**src/rtl/geofence_feeder.sv**
```systemverilog
// ---------------------------------------------------------------------------
// geofence_feeder
//
// Upstream stage of the geofence detector. Buffers producer points in a FIFO
// and replays them as 7-point sets (object point, then six fence vertices) on
// X/Y at the detector's fixed sampling cadence. The detector cannot stall, so
// the feeder tracks the detector phase itself:
//   BOOT : mirrors the detector's idle cycle after reset
//   SEND : 7 cycles, k = 0..6, one point per cycle
//   WAIT : until the detector strobes gf_valid with its result
// A window is only committed when all 7 points are already buffered at the
// edge that opens it; otherwise X/Y are driven with 0 for that window and the
// sticky underrun flag is raised.
//
// Parameters:
//   DEPTH     FIFO capacity in points (power of two, >= 14)
//
// Ports:
//   clk       in   sole clock, rising edge
//   reset     in   asynchronous, active-high
//   in_valid  in   producer offers a point
//   in_x      in   [9:0] point X coordinate
//   in_y      in   [9:0] point Y coordinate
//   in_ready  out  FIFO can accept (count < DEPTH)
//   gf_valid  in   detector result strobe (one cycle)
//   X         out  [9:0] registered coordinate to detector
//   Y         out  [9:0] registered coordinate to detector
//   set_done  out  one-cycle pulse after the 7th point of a committed set
//   underrun  out  sticky: a window opened with fewer than 7 points buffered
// ---------------------------------------------------------------------------
module geofence_feeder #(
    parameter int DEPTH = 16
) (
    input  logic       clk,
    input  logic       reset,
    input  logic       in_valid,
    input  logic [9:0] in_x,
    input  logic [9:0] in_y,
    output logic       in_ready,
    input  logic       gf_valid,
    output logic [9:0] X,
    output logic [9:0] Y,
    output logic       set_done,
    output logic       underrun
);

    localparam int AW = $clog2(DEPTH);
    localparam int CW = AW + 1;
    localparam logic [CW-1:0] SET_LEN = CW'(7);
    localparam logic [2:0]    LAST_K  = 3'd6;

    typedef enum logic [1:0] {
        ST_BOOT,
        ST_SEND,
        ST_WAIT
    } state_t;

    state_t        state;
    logic [2:0]    k;
    logic          committed;

    logic [9:0]    mem_x [DEPTH];
    logic [9:0]    mem_y [DEPTH];
    logic [AW-1:0] wr_ptr;
    logic [AW-1:0] rd_ptr;
    logic [CW-1:0] count;

    logic          push;
    logic          pop;
    logic          open_window;
    logic          commit_now;

    // in_ready looks only at the registered count, so a pop at the same edge
    // never lets an extra point in.
    assign in_ready = count < CW'(DEPTH);
    assign push     = in_valid && in_ready;

    // NOTE: every signal driven here gets a default first, otherwise a path
    // that skips the assignment would infer a latch.
    always_comb begin
        open_window = 1'b0;
        pop         = 1'b0;
        case (state)
            ST_BOOT: open_window = 1'b1;
            ST_WAIT: open_window = gf_valid;
            ST_SEND: pop = committed && (k != LAST_K);
            default: ;
        endcase
        // Commit decision uses the count before this edge's push.
        commit_now = open_window && (count >= SET_LEN);
        if (commit_now) begin
            pop = 1'b1;
        end
    end

    // NOTE: the point storage has no reset; emptying the FIFO only needs the
    // pointers and count cleared, and a reset-free array maps onto RAM.
    always_ff @(posedge clk) begin
        if (push) begin
            mem_x[wr_ptr] <= in_x;
            mem_y[wr_ptr] <= in_y;
        end
    end

    // NOTE: all registered state uses non-blocking assignments so every
    // right-hand side sees the pre-edge values, independent of statement order.
    always_ff @(posedge clk or posedge reset) begin
        if (reset) begin
            state     <= ST_BOOT;
            k         <= 3'd0;
            committed <= 1'b0;
            X         <= 10'd0;
            Y         <= 10'd0;
            set_done  <= 1'b0;
            underrun  <= 1'b0;
            wr_ptr    <= '0;
            rd_ptr    <= '0;
            count     <= '0;
        end else begin
            set_done <= 1'b0;

            // Pointers wrap naturally since DEPTH is a power of two.
            if (push) begin
                wr_ptr <= wr_ptr + AW'(1);
            end
            if (pop) begin
                rd_ptr <= rd_ptr + AW'(1);
            end
            if (push && !pop) begin
                count <= count + CW'(1);
            end else if (pop && !push) begin
                count <= count - CW'(1);
            end

            case (state)
                ST_BOOT, ST_WAIT: begin
                    if (open_window) begin
                        state     <= ST_SEND;
                        k         <= 3'd0;
                        committed <= commit_now;
                        if (!commit_now) begin
                            underrun <= 1'b1;
                        end
                        X <= commit_now ? mem_x[rd_ptr] : 10'd0;
                        Y <= commit_now ? mem_y[rd_ptr] : 10'd0;
                    end
                end
                ST_SEND: begin
                    if (k == LAST_K) begin
                        state    <= ST_WAIT;
                        set_done <= committed;
                    end else begin
                        k <= k + 3'd1;
                        // Inside a SEND window pop == committed.
                        X <= pop ? mem_x[rd_ptr] : 10'd0;
                        Y <= pop ? mem_y[rd_ptr] : 10'd0;
                    end
                end
                default: state <= ST_BOOT;
            endcase
        end
    end

endmodule

```
**config.mk**
```make
export PLATFORM = sky130hd
export DESIGN_NAME = geofence_feeder
export DESIGN_NICKNAME = d
export VERILOG_FILES = /design/src/rtl/geofence_feeder.sv
export SDC_FILE = /design/constraint.sdc
export NUM_CORES = 1
export LEC_CHECK = 0
export CORE_ASPECT_RATIO = 1.25
export CORE_MARGIN = 2
export CORE_UTILIZATION = 55
export DETAILED_ROUTE_END_ITERATION = 7
export PLACE_DENSITY = 0.84
export SLEW_MARGIN = 25
export SYNTH_ARGS = -nofsm -noshare
export SYNTH_HDL_FRONTEND = slang
export SYNTH_SLANG_ARGS = --single-unit
export TNS_END_PERCENT = 30
```
**constraint.sdc**
```tcl
create_clock -name clk -period 5 [get_ports clk]
set_input_delay 1 -clock clk [delete_from_list [all_inputs] [get_ports clk]]
set_output_delay 1 -clock clk [all_outputs]
set_load 0.03 [all_outputs]
```
**Cell outlines without signal wires**

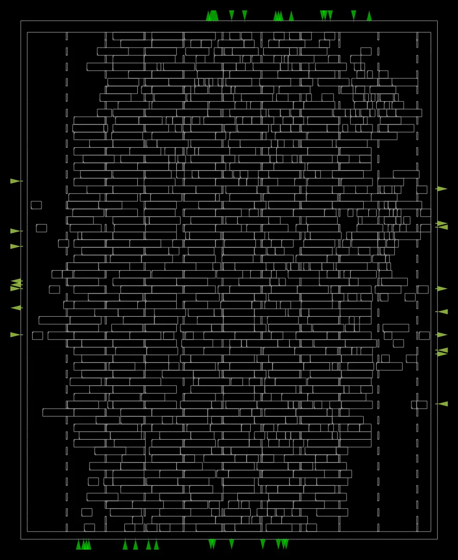
row count: 65
num tapcells: 335
Seq area share: 0.666
Final Util: 0.632
core area: 0.0253 mm2

**Sequential cells grouped by signal name**

Scale: 3 px per um. Other sequential cells in the stronger grey, the rest of the logic in the fainter grey.
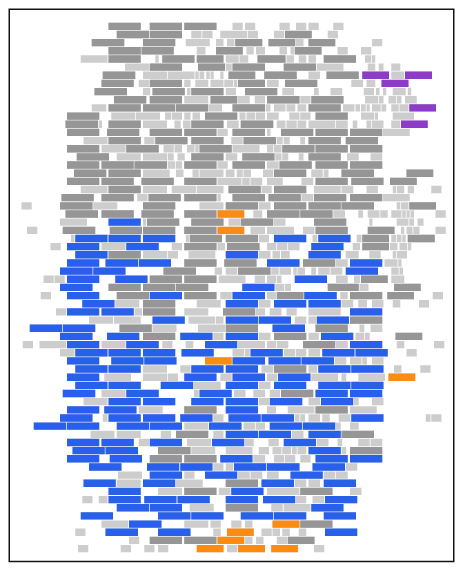
Purple marks count, placed flops 5, where upper right. Blue marks mem_y, placed flops 160. Orange marks Y, placed flops 10.
Another 186 sequential cells are not coloured.
Reg area: 0.0106 mm2
P_seq: 0.00391 W

**Signal metal coverage by tile**

Scale: 2 px per um. The die is cut into 30 by 37 equal tiles; dark blue is low, red is high, scaled to the fullest tile. Values are wire area over tile area, all layers added.
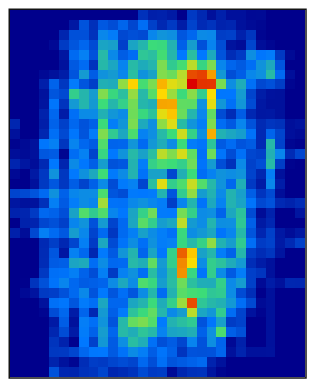
The densest ninth of the die: top centre. 20% of the tiles are nearly empty. 8.0% of the tiles are over half the peak. The fullest tile reaches 0.79. The mean over all tiles is 0.17.
gr usage total: 0.216
Routed WL per cell: 25.2 um
routed via count: 7211

==> results_dict.tcl <==
# yosys + openroad results
set metrics [dict create \
    cp_top_family "buffers and inverters" \
    clkSinkCount 361 \
    top_logic_kind "multiplexers" \
    power_w 0.00922 \
    worstSetupStartpointType "input port" \
    cts_tree "built" \
    grt_setup_unrepaired "no" \
    worstSetupPathType "input port to register" \
    syn_inst 721 \
    cts_root_buf "clkbuf_16" \
    grt_pass1_wl_mm 44.1 \
    h-tree-depth 1 \
    synth.distinct_cells 37 \
    endpoint "count[4]$_DFFE_PP0P_" \
    largest_area_cell "edfxtp_1" \
    buf_share 0.0377 \
    top_cells_by_count "320 x edfxtp_1, 82 x mux2_2, 41 x dfrtp_1" \
    setup_ws_ps 1950 \
    lay_top_count "edfxtp_1" \
    p_comb_frac 0.322 \
    grtUsageMet2 0.346 \
    layout_top_cells "320 x edfxtp_1, 82 x mux2_2, 46 x clkdlybuf4s50_1" \
    firstDrtPassIters 8 \
    cp.depth 11 \
    pwr_density_cell_mw_per_mm2 577 \
    worst_r2r_endpoint "count[4]$_DFFE_PP0P_" \
    initial_utilization 0.561 \
    fin_nets 814 \
    met3_length_mm 2.28 \
    cts_hold_buf 0 \
    reg2reg_slack_ps 2060 \
    hold_depth 1 \
    wl_met2_mm 14.2 \
    status "finished clean" \
    ant_nets 0 \
    hold_violations 0 \
    use_met1 0.305 \
    n_fill_cell 1613 \
    fp.dieH_um 184 \
    gp_congestion 0.841 \
    synth_top_area_share 0.677 \
    syn2layout_area_growth_pct 12.6 \
    gr-total-overflow 0 \
    slowest_stage "clkdlybuf4s50_1" \
    cts_resized 0 \
    p_leak_nw 5.44 \
    cpPeakStageDelay_ps 420 \
    hold_ws_ps 468 \
    top_level_ports 47 \
    synth-async-reset-ratio 0.114 \
    cap_violations 0 \
    ys_seq_frac 0.749 \
    sh_comb_area 0.206 \
    drc_errors 0 \
    grt_pass1_vias 7321 \
    synth.yosys.warnings 0 \
    top_regs "mem_x x160, mem_y x160" \
    critPathArrivalTime_ps 3520 \
    chipArea_mm2 0.0271 \
    dp_cells 1079 \
    numCtsBuffers 31 \
    setup.worst_path.end_class "register" \
    worst-path-max-fanout 25 \
    grt.busiest_layer "met2" \
    post_cts_buffers 0 \
    ys_sh_simple 0.0189 \
    drt_iter0_drc 1112 \
    fin_skew_ps 13.3 \
    ys_cells 721 \
    synth.most_common_cell "edfxtp_1" \
    holdPathEnd "underrun$_DFFE_PP0P_" \
    grt_use_met3 0.0325 \
    r2r-start "count[0]$_DFFE_PP0P_" \
    edf_count 320 \
    io_buffers 46 \
    drt-total-wl_mm 28.6 \
    tool_warnings 30 \
    instances_no_fill 1137 \
    hpwl_mm 17.4 \
    path_buffers 3 \
    placed_area_mm2 0.0150 \
    topCellsByArea "edfxtp_1 68%, dfrtp_1 7.2%, mux2_2 6.5%" \
]
No activity file was given, so power comes from the tool's default toggle rates.
